Figure 1. Met1 routing (run 1).
The bar under the picture is 100 µm long. Supply wires on this layer in gray.
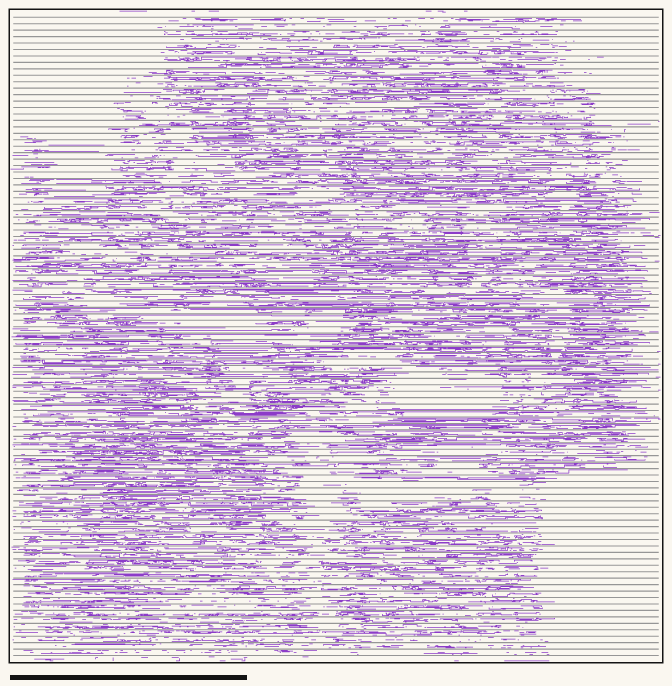
Figure 2. Met2 routing (run 1).
Cells faint in the background.
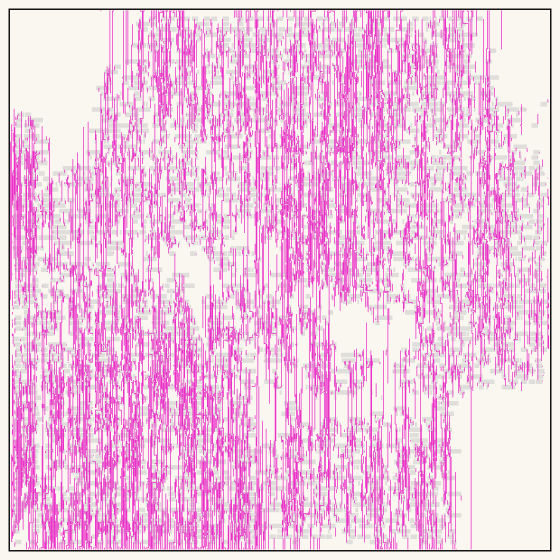
Figure 3. The metal 3 layer (run 1).
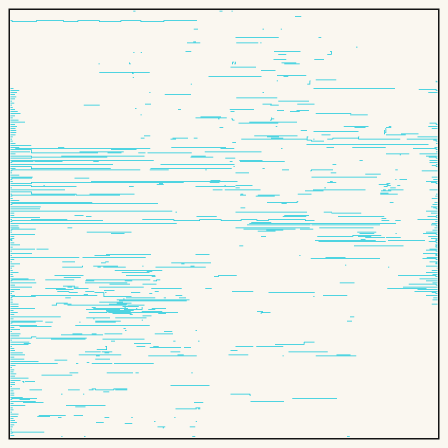
===== src/rtl/lcd_pkg.sv =====
// Shared constants and FSM state type for the LCD hex pager.
// ASCII codes, display geometry and pager states.
package lcd_pkg;

  localparam logic [7:0] CH_SPACE    = 8'h20;
  localparam logic [7:0] CH_COLON    = 8'h3A;
  localparam logic [7:0] HEX_BASE_LO = 8'h30;
  localparam logic [7:0] HEX_BASE_HI = 8'h37;

  localparam int LCD_CHARS = 32;
  localparam int LCD_COLS  = 16;

  typedef enum logic [1:0] {
    IDLE,
    SNAP,
    CONV,
    PUBLISH
  } state_t;

endpackage


===== src/rtl/hex_to_ascii.sv =====
// Nibble to uppercase ASCII hex character.
// 0-9 map to '0'-'9', 10-15 map to 'A'-'F'.
module hex_to_ascii
  import lcd_pkg::*;
(
  input  logic [3:0] i_nib,
  output logic [7:0] o_char
);

  always_comb begin
    if (i_nib < 4'd10)
      o_char = HEX_BASE_LO + {4'd0, i_nib};
    else
      o_char = HEX_BASE_HI + {4'd0, i_nib};
  end

endmodule


===== src/rtl/lcd_hex_pager.sv =====
// Pages NCH probe channels onto a 2x16 LCD string, rebuilt serially.
// Define LCD_PAGER_AUTO_PAGE_EN for timed automatic page rotation.
module lcd_hex_pager
  import lcd_pkg::*;
#(
  parameter int NCH           = 8,
  parameter int WIDTH         = 32,
  parameter int ROTATE_CYCLES = 50000000
) (
  input  logic                 clk,
  input  logic                 rst,
  input  logic [NCH*WIDTH-1:0] i_ch_data,
  input  logic                 i_force,
  input  logic                 i_page_next,
  output logic [3:0]           o_page_out,
  output logic [255:0]         o_str_out,
  output logic                 o_refresh,
  output logic                 o_busy
);

  localparam int PAGES = (NCH + 1) / 2;
  localparam int D     = WIDTH / 4;

  localparam logic [3:0] LAST_PG = 4'(PAGES - 1);
  localparam logic [3:0] DM1     = 4'(D - 1);
  localparam logic [3:0] LAST_DC = 4'(D + 1);
  localparam logic [4:0] NCH5    = 5'(NCH);

  localparam logic [255:0] SPACES =
    {LCD_CHARS{CH_SPACE}};

  state_t r_state;
  state_t w_state_nxt;

  logic [3:0]       r_page;
  logic [WIDTH-1:0] r_snap0;
  logic [WIDTH-1:0] r_snap1;
  logic             r_pend_force;
  logic             r_pend_pg;
  logic [4:0]       r_idx;
  logic [255:0]     r_buf;
  logic [255:0]     r_str;

  logic [WIDTH-1:0] w_ch [16];

  for (genvar c = 0; c < 16; c++) begin : g_ch
    if (c < NCH) begin : g_on
      assign w_ch[c] = i_ch_data[c*WIDTH +: WIDTH];
    end else begin : g_off
      assign w_ch[c] = '0;
    end
  end

  logic w_auto;

`ifdef LCD_PAGER_AUTO_PAGE_EN
  logic [31:0] r_rot;

  assign w_auto = (r_rot == 32'(ROTATE_CYCLES - 1));

  always_ff @(posedge clk) begin
    if (rst || i_page_next || w_auto)
      r_rot <= '0;
    else
      r_rot <= r_rot + 32'd1;
  end
`else
  assign w_auto = 1'b0;
`endif

  logic       w_pg_req;
  logic [3:0] w_page_nxt;
  logic       w_chg;
  logic       w_trig;

  assign w_pg_req = i_page_next | w_auto;

  assign w_page_nxt =
    !r_pend_pg          ? r_page :
    (r_page == LAST_PG) ? 4'd0   :
                          r_page + 4'd1;

  assign w_chg =
    (w_ch[{r_page[2:0], 1'b0}] != r_snap0) |
    (w_ch[{r_page[2:0], 1'b1}] != r_snap1);

  assign w_trig = r_pend_force | r_pend_pg |
                  i_force | w_pg_req | w_chg;

  always_ff @(posedge clk) begin
    if (rst) r_state <= IDLE;
    else     r_state <= w_state_nxt;
  end

  always_comb begin
    w_state_nxt = r_state;
    unique case (r_state)
      IDLE:    if (w_trig) w_state_nxt = SNAP;
      SNAP:    w_state_nxt = CONV;
      CONV:    if (r_idx == 5'd31)
                 w_state_nxt = PUBLISH;
      PUBLISH: w_state_nxt = IDLE;
      default: w_state_nxt = IDLE;
    endcase
  end

  // Character idx: line = idx[4], column = idx[3:0].
  logic             w_line;
  logic [3:0]       w_col;
  logic [3:0]       w_cidx;
  logic [WIDTH-1:0] w_val;
  logic             w_exist;
  logic             w_in_rng;
  logic [3:0]       w_dig;
  logic [5:0]       w_sh;
  logic [3:0]       w_nib;
  logic [3:0]       w_hex_in;
  logic [7:0]       w_hex;
  logic [7:0]       w_char;
  logic [255:0]     w_buf_nxt;

  assign w_line   = r_idx[4];
  assign w_col    = r_idx[3:0];
  assign w_cidx   = {r_page[2:0], w_line};
  assign w_val    = w_line ? r_snap1 : r_snap0;
  assign w_exist  = {1'b0, w_cidx} < NCH5;
  assign w_in_rng = (w_col >= 4'd2) &&
                    (w_col <= LAST_DC);
  assign w_dig    = w_col - 4'd2;
  assign w_sh     = {DM1 - w_dig, 2'b00};
  assign w_nib    = 4'(w_val >> w_sh);
  assign w_hex_in = (w_col == 4'd0) ? w_cidx : w_nib;

  hex_to_ascii u_hex (
    .i_nib  (w_hex_in),
    .o_char (w_hex)
  );

  always_comb begin
    w_char = CH_SPACE;
    unique case (1'b1)
      w_exist && (w_col == 4'd0): w_char = w_hex;
      w_exist && (w_col == 4'd1): w_char = CH_COLON;
      w_exist && w_in_rng:        w_char = w_hex;
      default:                    w_char = CH_SPACE;
    endcase
  end

  always_comb begin
    w_buf_nxt = r_buf;
    w_buf_nxt[{~r_idx, 3'b000} +: 8] = w_char;
  end

  always_ff @(posedge clk) begin
    if (rst) begin
      r_page       <= '0;
      r_snap0      <= '0;
      r_snap1      <= '0;
      r_pend_force <= 1'b1;
      r_pend_pg    <= 1'b0;
      r_idx        <= '0;
      r_buf        <= SPACES;
      r_str        <= SPACES;
    end else begin
      // A request landing in SNAP survives the clear.
      r_pend_force <= (r_state == SNAP ? 1'b0 : r_pend_force)
                      | i_force;
      r_pend_pg    <= (r_state == SNAP ? 1'b0 : r_pend_pg)
                      | w_pg_req;
      if (r_state == SNAP) begin
        r_page  <= w_page_nxt;
        r_snap0 <= w_ch[{w_page_nxt[2:0], 1'b0}];
        r_snap1 <= w_ch[{w_page_nxt[2:0], 1'b1}];
        r_idx   <= '0;
      end
      if (r_state == CONV) begin
        r_buf <= w_buf_nxt;
        r_idx <= r_idx + 5'd1;
        if (r_idx == 5'd31)
          r_str <= w_buf_nxt;
      end
    end
  end

  assign o_page_out = r_page;
  assign o_str_out  = r_str;
  assign o_refresh  = (r_state == PUBLISH);
  assign o_busy     = (r_state != IDLE);

endmodule

===== config.mk =====
export PLATFORM = sky130hd
export DESIGN_NAME = lcd_hex_pager
export DESIGN_NICKNAME = d
export VERILOG_FILES = /design/src/rtl/lcd_pkg.sv /design/src/rtl/hex_to_ascii.sv /design/src/rtl/lcd_hex_pager.sv
export SDC_FILE = /design/constraint.sdc
export NUM_CORES = 1
export LEC_CHECK = 0
export ABC_CLOCK_PERIOD_IN_PS = 4900
export CAP_MARGIN = 30
export CORE_MARGIN = 1
export CORE_UTILIZATION = 38
export DETAILED_ROUTE_END_ITERATION = 8
export PLACE_DENSITY_LB_ADDON = 0.2
export SLEW_MARGIN = 0
export SYNTH_ARGS = -nofsm -noshare
export SYNTH_HDL_FRONTEND = slang
export SYNTH_HIERARCHICAL = 1
export SYNTH_SLANG_ARGS = --single-unit

===== constraint.sdc =====
create_clock -name clk -period 4.9 [get_ports clk]
set_input_delay 1.225 -clock clk [delete_from_list [all_inputs] [get_ports clk]]
set_output_delay 1.225 -clock clk [all_outputs]
set_load 0.05 [all_outputs]

==> flow_summary.ini, run 1 <==
; flow metrics
[cells_and_area]
clock_buffers = 97
comb_share = 0.417
logic_area_mm2 = 0.0153
clk_share = 0.0643
inverters = 32
lay_top_count = nor2_1
fin_nets = 3921
seq_share = 0.322
drive_above_1_share = 0.0960
flop_area_mm2 = 0.0118
antenna_cells = 0
layout.cells.non_filler = 4657
post-route-util = 0.500
nFillCells = 6993
flop-count = 589
fin_area_mm2 = 0.0367
areaGrowthSynthToFinish_pct = 29.4
buffer_area_frac = 0.161
largest_class = multi-input combinational cells

[pwr]
seq_power_share = 0.383
p_leak_nw = 11.9
cellInternalPower_mw = 9.76
p_sw_frac = 0.323
power_top_consumer = sequential cells
p_comb_mw = 3.59
vdd_drop_max_uv = 223
p_switching_mw = 4.66
clock_power_share = 0.368
comb_power_share = 0.249
powerSeq_mw = 5.52

[hold_path]
hold_start = r_buf[5]
hp-class = reg2reg
hold_path_depth = 1
worstHoldEndpoint = r_buf[5]

[placed_design]
dpl_cell_area_mm2 = 0.0343
pre_cts_slack_ns = 0.434
hpwl_mm = 73.0
port_buffers = 521

[logic_synthesis]
yosys_cells = 3281
most_common_cell = nor2_1
common_cells = 881 x nor2_1, 589 x dfxtp_1, 291 x a21oi_1
aoi_share = 0.184
synth-adder-area-share = 0.00618
flop_cell = dfxtp_1
syn_area_mm2 = 0.0283
yosys-stat-area_mm2 = 0.0283
synthArstFlopShare = 0
topCellsByArea = dfxtp_1 42%, nor2_1 12%, mux4_2 11%
simple_gate_share = 0.202
syn_inst = 3281
largest_area_cell = dfxtp_1
floorplan.nets = 3555
ys_seq_share = 0.416
xor_share = 0.00835
synth-edff-count = 0
mux_share = 0.135
syn_avg_cell_area_um2 = 8.64
yosysTopAreaCellShare = 0.416

[critical_path]
crit_fanout = 21
startpoint_type = register
r2r_start = r_idx[4]
path_depth = 13
r2r_end = r_buf[154]
crit_chain = mux4_2, mux4_2, a221oi_1, a21oi_1, inv_1, ha_1, nand2_2, mux2_1, and2_1, nand2_1, nor3_1, a21oi_1, a211oi_1
r2r_cells = 13
arrival_ns = 4.95
r2r_setup_slack_ns = 0.47
max_stage_delay_ns = 0.92
cp.required_ns = 5.42
cpMaxStageDelayCell = dfxtp_1
worstSetupEndpointType = register
path_buffers = 1
startpoint = r_idx[4]
worstSetupPathType = reg2reg
crit_family = simple AND/OR/NAND/NOR gates
crit_path_end = r_buf[154]

[clocking]
cts_tree = done
htree_num_levels = 3
max-clock-path-buffers = 3
root_buffer = clkbuf_16
cts-resized-gates = 0
clock_sinks = 589
cts_made_buffers = 68
postCtsSetupRepairBufs = 0
path_clk_slew_ns = 0.06
cts_hold_buf = 0
clk_latency_ns = 0.62

[detailed_routing]
dr_wl_met3_mm = 7.71
avgRoutedWirePerCell_um = 22.0
drc = 18
drt.antenna.violating_nets = 0
firstDrtPassIters = 9
wl_met2_mm = 48.6
drt-met1-wl_mm = 43.4
maxUsedRoutingLayer = met4

[global_routing]
grt-ovfl-total = 0
grt_pass1_wl_mm = 153
grt_max_degree = 120
top_usage_layer = met2
antenna_found_initial = 0

[sta]
skew_ns = 0.0330
final-hold-violation-count = 0
holdWs_ns = 0.447
fin_ws_ns = 0.474
maxSlewHeadroom = 0.368
drv_slew = 0
timing.setup.tns_ns = 0
fmax_mhz = 226
setup_viol = 0
fin_crit_sh = 0.903
worst_pin_slew_ns = 0.935
fin_crit_ns = 4.43

[status]
violations = DRC
outcome = finished, violations left

[die]
rows = 99
taps = 959
fp.dieH_um = 275
die_w_um = 275
core_mm2 = 0.0733
initial_utilization = 0.386
io_pins = 522

[flow_run]
maxCapViolCount = 0
tool_warnings = 40
-- Figure 1 (at the start) --
main direction: horizontal
nets with wire on the layer: 3624
wire length on this layer: 43.4 mm
longest straight run: 88.3 µm
met1 Resource Use GR: 0.351
routed vias: 26200
total wire length: 102 mm

-- Figure 2 (at the start) --
wire length on this layer: 48.6 mm
nets with wire on the layer: 3098
met2 Track Usage GR: 0.437

-- Figure 3 (at the start) --
share of all routed wire: 7.5%
wire length on this layer: 7710 µm
GR met3 Demand/Resource: 0.0560

==> run 2: changes to the inputs <==
--- a/config.mk
+++ b/config.mk
@@ -14,5 +14,4 @@
 export SLEW_MARGIN = 0
 export SYNTH_ARGS = -nofsm -noshare
 export SYNTH_HDL_FRONTEND = slang
-export SYNTH_HIERARCHICAL = 1
 export SYNTH_SLANG_ARGS = --single-unit
Figure 4. Routing congestion (run 2).
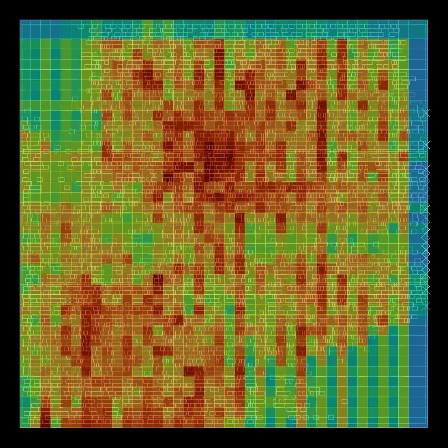
GR met3 Demand/Resource: 0.0600
Most Used Layer, Global Route: met2
utilization after layout: 0.500
drt wl/cell: 24.5 µm

Figure 5. Met2 routing (run 2).
Cells faint in the background.
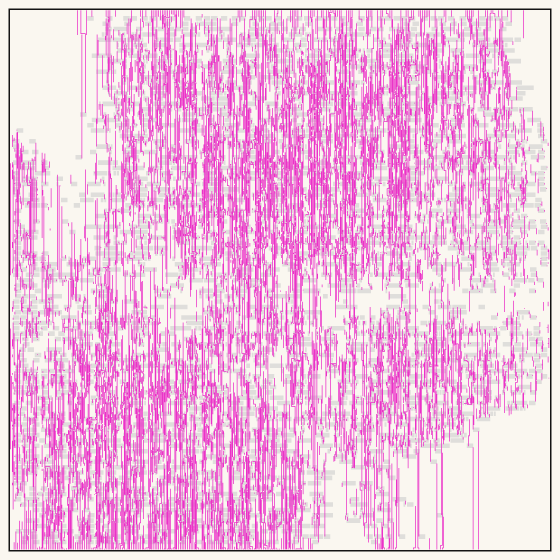
nets with wire on the layer: 3180
longest straight run: 94.2 µm
wire length on this layer: 52.0 mm
main direction: vertical
routed vias: 27800
total wire length: 113 mm

==> flow_summary.ini, run 2 <==
; flow metrics
[die]
taps = 959
rows = 99
io_pins = 522

[pwr]
p_sw_frac = 0.313
comb_power_share = 0.212
cellInternalPower_mw = 9.21
power_top_consumer = sequential cells
p_switching_mw = 4.20
powerSeq_mw = 5.34
p_leak_nw = 12.9
p_comb_mw = 2.85

[critical_path]
crit_fanout = 15
startpoint = r_idx[2]
crit_path_end = o_str_out[104]
max_stage_delay_ns = 0.74
crit_family = AND-OR/OR-AND gates
startpoint_type = register
r2r_setup_slack_ns = 0.17
cpMaxStageDelayCell = o211a_1
worstSetupEndpointType = register
path_depth = 11
r2r_cells = 11

[clocking]
cts_hold_buf = 0
clk_latency_ns = 0.63
cts-resized-gates = 0
postCtsSetupRepairBufs = 0
clock_sinks = 589
root_buffer = clkbuf_16
cts_tree = done

[placed_design]
pre_cts_slack_ns = 0.127

[logic_synthesis]
synth-edff-count = 0
common_cells = 589 x dfxtp_1, 402 x nor2_1, 304 x nand2_1
flop_cell = dfxtp_1
synthArstFlopShare = 0
yosys-stat-area_mm2 = 0.0283
most_common_cell = dfxtp_1
simple_gate_share = 0.188
floorplan.nets = 3503
syn_inst = 3229
syn_area_mm2 = 0.0283
yosys_cells = 3229
ys_seq_share = 0.417
yosysTopAreaCellShare = 0.417
mux_share = 0.121
syn_avg_cell_area_um2 = 8.76

[cells_and_area]
seq_share = 0.322
nFillCells = 6959
antenna_cells = 0
flop-count = 589

[hold_path]
hold_start = r_buf[5]
hold_path_depth = 1
worstHoldEndpoint = r_buf[5]

[sta]
fin_crit_ns = 4.73
timing.setup.tns_ns = 0
drv_slew = 0
fin_crit_sh = 0.966
final-hold-violation-count = 0
fmax_mhz = 211
setup_viol = 0
worst_pin_slew_ns = 1.06

[flow_run]
tool_warnings = 42

[global_routing]
antenna_found_initial = 0
grt_use_met2 = 0.465

[status]
outcome = finished, violations left
violations = DRC

[detailed_routing]
wl_met2_mm = 52.0
firstDrtPassIters = 9
drc = 19
drt.antenna.violating_nets = 0
